<file path="src/rtl/simplecpu_pkg.sv">
// rtl/simplecpu_pkg.sv - shared opcodes, FSM state encoding and reset PC for simplecpu_core
package simplecpu_pkg;

   localparam logic [7:0] RESET_PC_DEFAULT = 8'h00;

   typedef enum logic [1:0] {
      ST_FETCH   = 2'd0,
      ST_OPERAND = 2'd1,
      ST_EXECUTE = 2'd2,
      ST_HALT    = 2'd3
   } state_t;

   typedef enum logic [3:0] {
      OP_NOP    = 4'h0,
      OP_LDA    = 4'h1,
      OP_LDB    = 4'h2,
      OP_ADD    = 4'h3,
      OP_SUB    = 4'h4,
      OP_AND    = 4'h5,
      OP_OR     = 4'h6,
      OP_XOR    = 4'h7,
      OP_OUT    = 4'h8,
      OP_IN     = 4'h9,
      OP_JMP    = 4'hA,
      OP_JZ     = 4'hB,
      OP_JC     = 4'hC,
      OP_RSVD_D = 4'hD,
      OP_RSVD_E = 4'hE,
      OP_HLT    = 4'hF
   } opcode_t;

   function automatic logic has_operand(input opcode_t op);
      return (op == OP_LDA) || (op == OP_LDB) || (op == OP_JMP) ||
             (op == OP_JZ)  || (op == OP_JC);
   endfunction

endpackage

</file>
<file path="src/rtl/simplecpu_alu.sv">
// rtl/simplecpu_alu.sv - combinational ALU for ADD/SUB/AND/OR/XOR; other opcodes pass A and carry through
module simplecpu_alu
   import simplecpu_pkg::*;
(
   input  logic [7:0] a_i,
   input  logic [7:0] b_i,
   input  opcode_t    opcode_i,
   input  logic       c_i,
   output logic [7:0] result_o,
   output logic       c_o,
   output logic       z_o
);

   logic [8:0] sum;

   always_comb begin
      sum      = {1'b0, a_i} + {1'b0, b_i};
      result_o = a_i;
      c_o      = c_i;
      case (opcode_i)
         OP_ADD: {c_o, result_o} = sum;
         OP_SUB: begin
            result_o = a_i - b_i;
            c_o      = (a_i < b_i);
         end
         OP_AND: result_o = a_i & b_i;
         OP_OR:  result_o = a_i | b_i;
         OP_XOR: result_o = a_i ^ b_i;
         default: ;
      endcase
      z_o = (result_o == 8'd0);
   end

endmodule

</file>
<file path="src/rtl/simplecpu_core.sv">
// rtl/simplecpu_core.sv - 8-bit accumulator CPU with fetch/operand/execute FSM
// Optional SIMPLECPU_SINGLE_STEP_EN adds step_i: one rising edge fetches one instruction.
module simplecpu_core
   import simplecpu_pkg::*;
#(
   parameter logic [7:0] RESET_PC = RESET_PC_DEFAULT
)(
   input  logic       wb_clk_i,
   input  logic       wb_rst_n_i,
   input  logic       run_i,
`ifdef SIMPLECPU_SINGLE_STEP_EN
   input  logic       step_i,
`endif
   output logic [7:0] ram_addr_o,
   input  logic [7:0] ram_data_i,
   input  logic [7:0] io_in_i,
   output logic [7:0] io_out_o,
   output logic [7:0] a_o,
   output logic [7:0] b_o,
   output logic       flag_c_o,
   output logic       flag_z_o,
   output logic       halted_o
);

   state_t     state_q, state_d;
   logic [7:0] pc_q, pc_d;
   opcode_t    ir_q, ir_d;
   logic [7:0] opnd_q, opnd_d;
   logic [7:0] a_q, a_d;
   logic [7:0] b_q, b_d;
   logic       c_q, c_d;
   logic       z_q, z_d;
   logic [7:0] io_out_q, io_out_d;
   logic       fetch_en;
   logic [7:0] pc_inc;
   logic [7:0] alu_result;
   logic       alu_c;
   logic       alu_z;

`ifdef SIMPLECPU_SINGLE_STEP_EN
   logic step_q, step_d;
   logic step_prev_q, step_prev_d;

   assign step_d      = step_i;
   assign step_prev_d = step_q;
   assign fetch_en    = run_i | (step_q & ~step_prev_q);
`else
   assign fetch_en    = run_i;
`endif

   simplecpu_alu u_alu (
      .a_i      (a_q),
      .b_i      (b_q),
      .opcode_i (ir_q),
      .c_i      (c_q),
      .result_o (alu_result),
      .c_o      (alu_c),
      .z_o      (alu_z)
   );

   always_ff @(posedge wb_clk_i) begin
      if (!wb_rst_n_i) begin
         state_q     <= ST_FETCH;
         pc_q        <= RESET_PC;
         ir_q        <= OP_NOP;
         opnd_q      <= 8'd0;
         a_q         <= 8'd0;
         b_q         <= 8'd0;
         c_q         <= 1'b0;
         z_q         <= 1'b1;
         io_out_q    <= 8'd0;
`ifdef SIMPLECPU_SINGLE_STEP_EN
         step_q      <= 1'b0;
         step_prev_q <= 1'b0;
`endif
      end else begin
         state_q     <= state_d;
         pc_q        <= pc_d;
         ir_q        <= ir_d;
         opnd_q      <= opnd_d;
         a_q         <= a_d;
         b_q         <= b_d;
         c_q         <= c_d;
         z_q         <= z_d;
         io_out_q    <= io_out_d;
`ifdef SIMPLECPU_SINGLE_STEP_EN
         step_q      <= step_d;
         step_prev_q <= step_prev_d;
`endif
      end
   end

   always_comb begin
      state_d = state_q;
      case (state_q)
         ST_FETCH: begin
            if (fetch_en)
               state_d = has_operand(opcode_t'(ram_data_i[7:4])) ? ST_OPERAND : ST_EXECUTE;
         end
         ST_OPERAND: state_d = ST_EXECUTE;
         ST_EXECUTE: state_d = (ir_q == OP_HLT) ? ST_HALT : ST_FETCH;
         default:    state_d = ST_HALT;
      endcase
   end

   // Datapath next-state; pc_inc wraps naturally at 8 bits, including opcode->operand.
   always_comb begin
      pc_inc   = pc_q + 8'd1;
      pc_d     = pc_q;
      ir_d     = ir_q;
      opnd_d   = opnd_q;
      a_d      = a_q;
      b_d      = b_q;
      c_d      = c_q;
      z_d      = z_q;
      io_out_d = io_out_q;
      case (state_q)
         ST_FETCH: begin
            if (fetch_en) begin
               ir_d = opcode_t'(ram_data_i[7:4]);
               pc_d = pc_inc;
            end
         end
         ST_OPERAND: begin
            opnd_d = ram_data_i;
            pc_d   = pc_inc;
         end
         ST_EXECUTE: begin
            case (ir_q)
               OP_LDA: begin
                  a_d = opnd_q;
                  z_d = (opnd_q == 8'd0);
               end
               OP_LDB: b_d = opnd_q;
               OP_ADD, OP_SUB, OP_AND, OP_OR, OP_XOR: begin
                  a_d = alu_result;
                  c_d = alu_c;
                  z_d = alu_z;
               end
               OP_OUT: io_out_d = a_q;
               OP_IN: begin
                  a_d = io_in_i;
                  z_d = (io_in_i == 8'd0);
               end
               OP_JMP: pc_d = opnd_q;
               OP_JZ:  if (z_q) pc_d = opnd_q;
               OP_JC:  if (c_q) pc_d = opnd_q;
               default: ;
            endcase
         end
         default: ;
      endcase
   end

   always_comb begin
      ram_addr_o = pc_q;
      io_out_o   = io_out_q;
      a_o        = a_q;
      b_o        = b_q;
      flag_c_o   = c_q;
      flag_z_o   = z_q;
      halted_o   = (state_q == ST_HALT);
   end

endmodule

</file>
<file path="config.mk">
export PLATFORM = sky130hd
export DESIGN_NAME = simplecpu_core
export DESIGN_NICKNAME = d
export VERILOG_FILES = /design/src/rtl/simplecpu_pkg.sv /design/src/rtl/simplecpu_alu.sv /design/src/rtl/simplecpu_core.sv
export SDC_FILE = /design/constraint.sdc
export NUM_CORES = 1
export LEC_CHECK = 0
export ABC_AREA = 1
export CAP_MARGIN = 20
export CORE_UTILIZATION = 45
export CTS_BUF_LIST = sky130_fd_sc_hd__clkbuf_4 sky130_fd_sc_hd__clkbuf_8
export DETAILED_ROUTE_END_ITERATION = 6
export HOLD_SLACK_MARGIN = 0.02
export PLACE_DENSITY = 0.76
export RECOVER_POWER = 50
export SETUP_SLACK_MARGIN = 0.5
export SLEW_MARGIN = 0
export SYNTH_ARGS = -nofsm -noshare
export SYNTH_HDL_FRONTEND = slang
export SYNTH_HIERARCHICAL = 1
export SYNTH_SLANG_ARGS = --single-unit
</file>
<file path="constraint.sdc">
create_clock -name wb_clk_i -period 2.9 [get_ports wb_clk_i]
set_input_delay 0.29 -clock wb_clk_i [delete_from_list [all_inputs] [get_ports wb_clk_i]]
set_output_delay 0.29 -clock wb_clk_i [all_outputs]
set_load 0.005 [all_outputs]
</file>
==> notes.md <==
Here are the numbers from the latest Yosys + OpenROAD run.

The flow ran to the end, and the final reports show no timing, DRC or antenna violations. For this run, the detailed router reports a per-instance via density of 5.459. The final layout report lists a non-clock inverter count of 109. The die boundary width came out at 92.92 um. By instance count after routing, the leading logic cell types are sky130_fd_sc_hd__nand2_1, sky130_fd_sc_hd__inv_1, sky130_fd_sc_hd__nor2_1, sky130_fd_sc_hd__o21ai_0, sky130_fd_sc_hd__dfxtp_1. The TritonCTS clock tree is done. The standard-cell row count came out at 32. met1 track demand over resource after global routing is 32.23%. The capture instance of the worst register-to-register path is a_o[0].

Following the worst setup path forward leads to its endpoint at io_out_o[2]. Per the OpenROAD floorplan log, the area of the die is 0.008634 mm2. The number of nets at floorplan is approximately 650. The number of iterations in the first detailed-routing pass came out at 5. The required time at the endpoint of the critical path came out at ~3100 ps.

Per the area breakdown, the dominant cell category is multi-input combinational cells. The register share of the cell area came out at a little over a fifth. The post-cts sizing count is 1. The kind of start point of the critical path is a primary input. On the critical path the largest part of the delay comes from buffers and inverters. STA classifies the critical path endpoint as a flip-flop.

The clock-pin slew on the worst setup and hold paths came out at 90 ps. The flow inserted between 100 and 150 tap cells. The area occupied by multi-input gates is about 0.0023 mm2. The fill cell instance count of the final layout is between 700 and 800. In the hold report, the worst path ends at io_out_o[5]. The length of routed met3 wiring is 681 um. The startpoint of the worst register-to-register path is state_q[1]. After layout, the clock buffer instance count stands at 6.

The headroom to the max-slew limit came out at 12.70%. The non-clock buffer total of the final layout is approximately 60. The achievable clock frequency came out at 401.0 MHz. The final worst clock skew came out at 4.097 ps.

The first-pass GRT wire length came out at around 18 mm. The leakage power summed over all cells is 0.002105 uW. Setup repair after global routing could not meet its margin everywhere. For reference, the critical path cell chain is clkdlybuf4s50_1 > clkbuf_1 > o21ai_0 > a21oi_1. The final cell count without fillers came out at 761. The number of failing setup endpoints in the final timing report is 0. The proportion of register bits with asynchronous set or reset after synthesis is 0%.

The detailed-route DRC error count came out at 0. The number of setup buffers added after CTS is 0. Dividing the synthesized area by the synthesized cell count gives 6.118 um2. STA reports the tightest min-delay check as being of type reg -> reg. For this design, the slowest cell found on the critical path is sky130_fd_sc_hd__clkbuf_1. The most frequently used cell type in the post-synthesis netlist is sky130_fd_sc_hd__nand2_1.

In the global route stage, met2 resource usage came out at 45.40%. The cell type that accounts for the most area after synthesis is sky130_fd_sc_hd__dfxtp_1. Counting pins that exceed their max-slew limit in the final report gives 0. The total inserted antenna cells came out at 0. The sum of routed wire segments on met1 is 4.632 mm. The initial detailed-routing violation count came out at 294. The remaining global-route overflow came out at 0. The placeable core area came out at 0.007848 mm2. The register area is slightly below 0.001 mm2. In this run the maximum-capacitance check reported violations numbering 0. The share of the core filled by cells before placement came out at 47.40%. The number of levels in the clock H-tree is 2. The post-layout net count is 705. The reg2reg setup slack came out at 440 ps.

The highest cell delay on the worst timing path is 1000 ps. The total of flip-flops plus latches after synthesis is 48. After clock tree synthesis, the flow added hold-fix buffers numbering 0. Entering global routing, the biggest net connects 36 pins.

The final period utilization came out at between 80% and 90%. For the worst flop-to-flop path, the logic depth is 7. The number of I/O pins is 54. Per the final report, the share of cell area in clock cells is 2.036%. The number of flops mapped to enable cells by yosys is 0.

The initial antenna violation count is 0. The setup total negative slack is 0 ps. The number of stages on the worst setup path is 4.

The share of layout cells above drive strength 1 is under 10%. The worst hold path was traced through 2 stages. Sequential cells placed in the final layout were counted as 48. The number of buffers inserted by port buffering came out at 53. The cell sitting at the root of the clock tree is a sky130_fd_sc_hd__clkbuf_8. The tool warning count came out at ~43. Signal routing reaches up to met4. In this run the most critical hold path is launched from io_out_o[5].

The sequential area share after synthesis is roughly 26%. Nets still carrying antenna violations after routing amount to 0.
[through the flow]
step,area (um2),utilization (%),worst slack (ps)
after floorplan,3720,-,713.9
after global placement,4315,54.99,549.6
after detailed placement,4315,54.99,480.3
after CTS,4408,56.17,527.8
after global routing,4486,57.16,254.7
final,4486,57.16,406.2
[cells by family (layout without fill, tap and decap cells)]
kind of cell             Yosys count  in the layout  synth area share, %
AND-OR/OR-AND                    109            109                15.67
flip-flops                        48             48                25.83
buffers and inverters            125            176                13.69
AND/OR/NAND/NOR                  297            297                34.85
adder cells (fa/ha/maj)           27             27                9.485
XOR/XNOR                           2              2               0.4710
[report_power, final]
group	total (uW)	internal [uW]	switching [uW]	leakage [uW]
logic	608	244	364	0.00167
clock network	422	191	232	0.0000473
registers	782	709	73.4	0.000392
total	1810	1140	669	0.00210
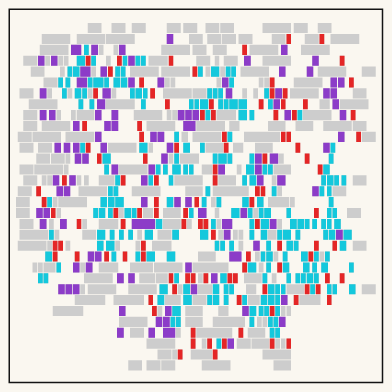
**Above:** gate families picked out.
Scale: 4 px per um.
| color | family | cells | most used |
|---|---|---|---|
| purple | inverting AOI/OAI gates | 108 | o21ai_0 |
| red | inverters | 109 | inv_1 |
| cyan | NAND gates | 208 | nand2_1 |
share of cell area taken by multi-input logic gates: 51.58%
most frequent logic cell in the layout: sky130_fd_sc_hd__nand2_1

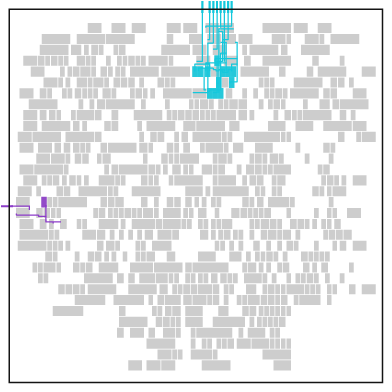
**Above:** nets reached from selected ports.
Scale: 4 px per um.
| color | port | bits | direction | edge | end cells | buffers | wire |
|---|---|---|---|---|---|---|---|
| purple | halted_o | 1 | output | left | 1 | 1 | 21.6 um |
| cyan | io_in_i | 8 | input | top | 12 | 8 | 210 um |

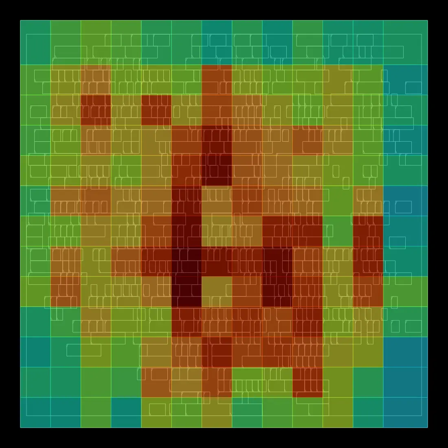
**Above:** congestion heat map.
Top Usage Layer GRT: met2
GRT Util Overall: 26.70%
GR Util met3: 4.433%

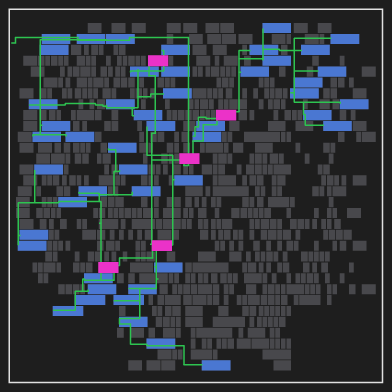
**Above:** clock distribution.
Scale: 4 px per um.
[green] clock wires | length: 637 um
[blue] flip-flops | count: 48
[magenta] cells driving clock nets | count: 5
routed clock nets: 6
flops lie: all over the die

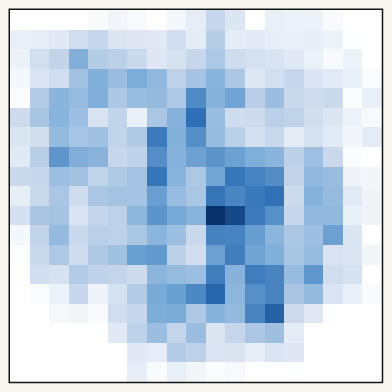
**Above:** wire density map.
Scale: 4 px per um. 19 x 19 tiles, from white (low) to dark blue (high), scaled to the fullest tile. Values are wire area over tile area, all layers added.
fullest tile: 0.82
emptiest ninth of the die: bottom left
mean over tiles: 0.21
tiles over half the peak: 13%
routed vias: 4154
routed len/inst: 14.65 um
final WL: 11.15 mm

Power figures rest on the tool's default switching activity, not on a simulated workload.
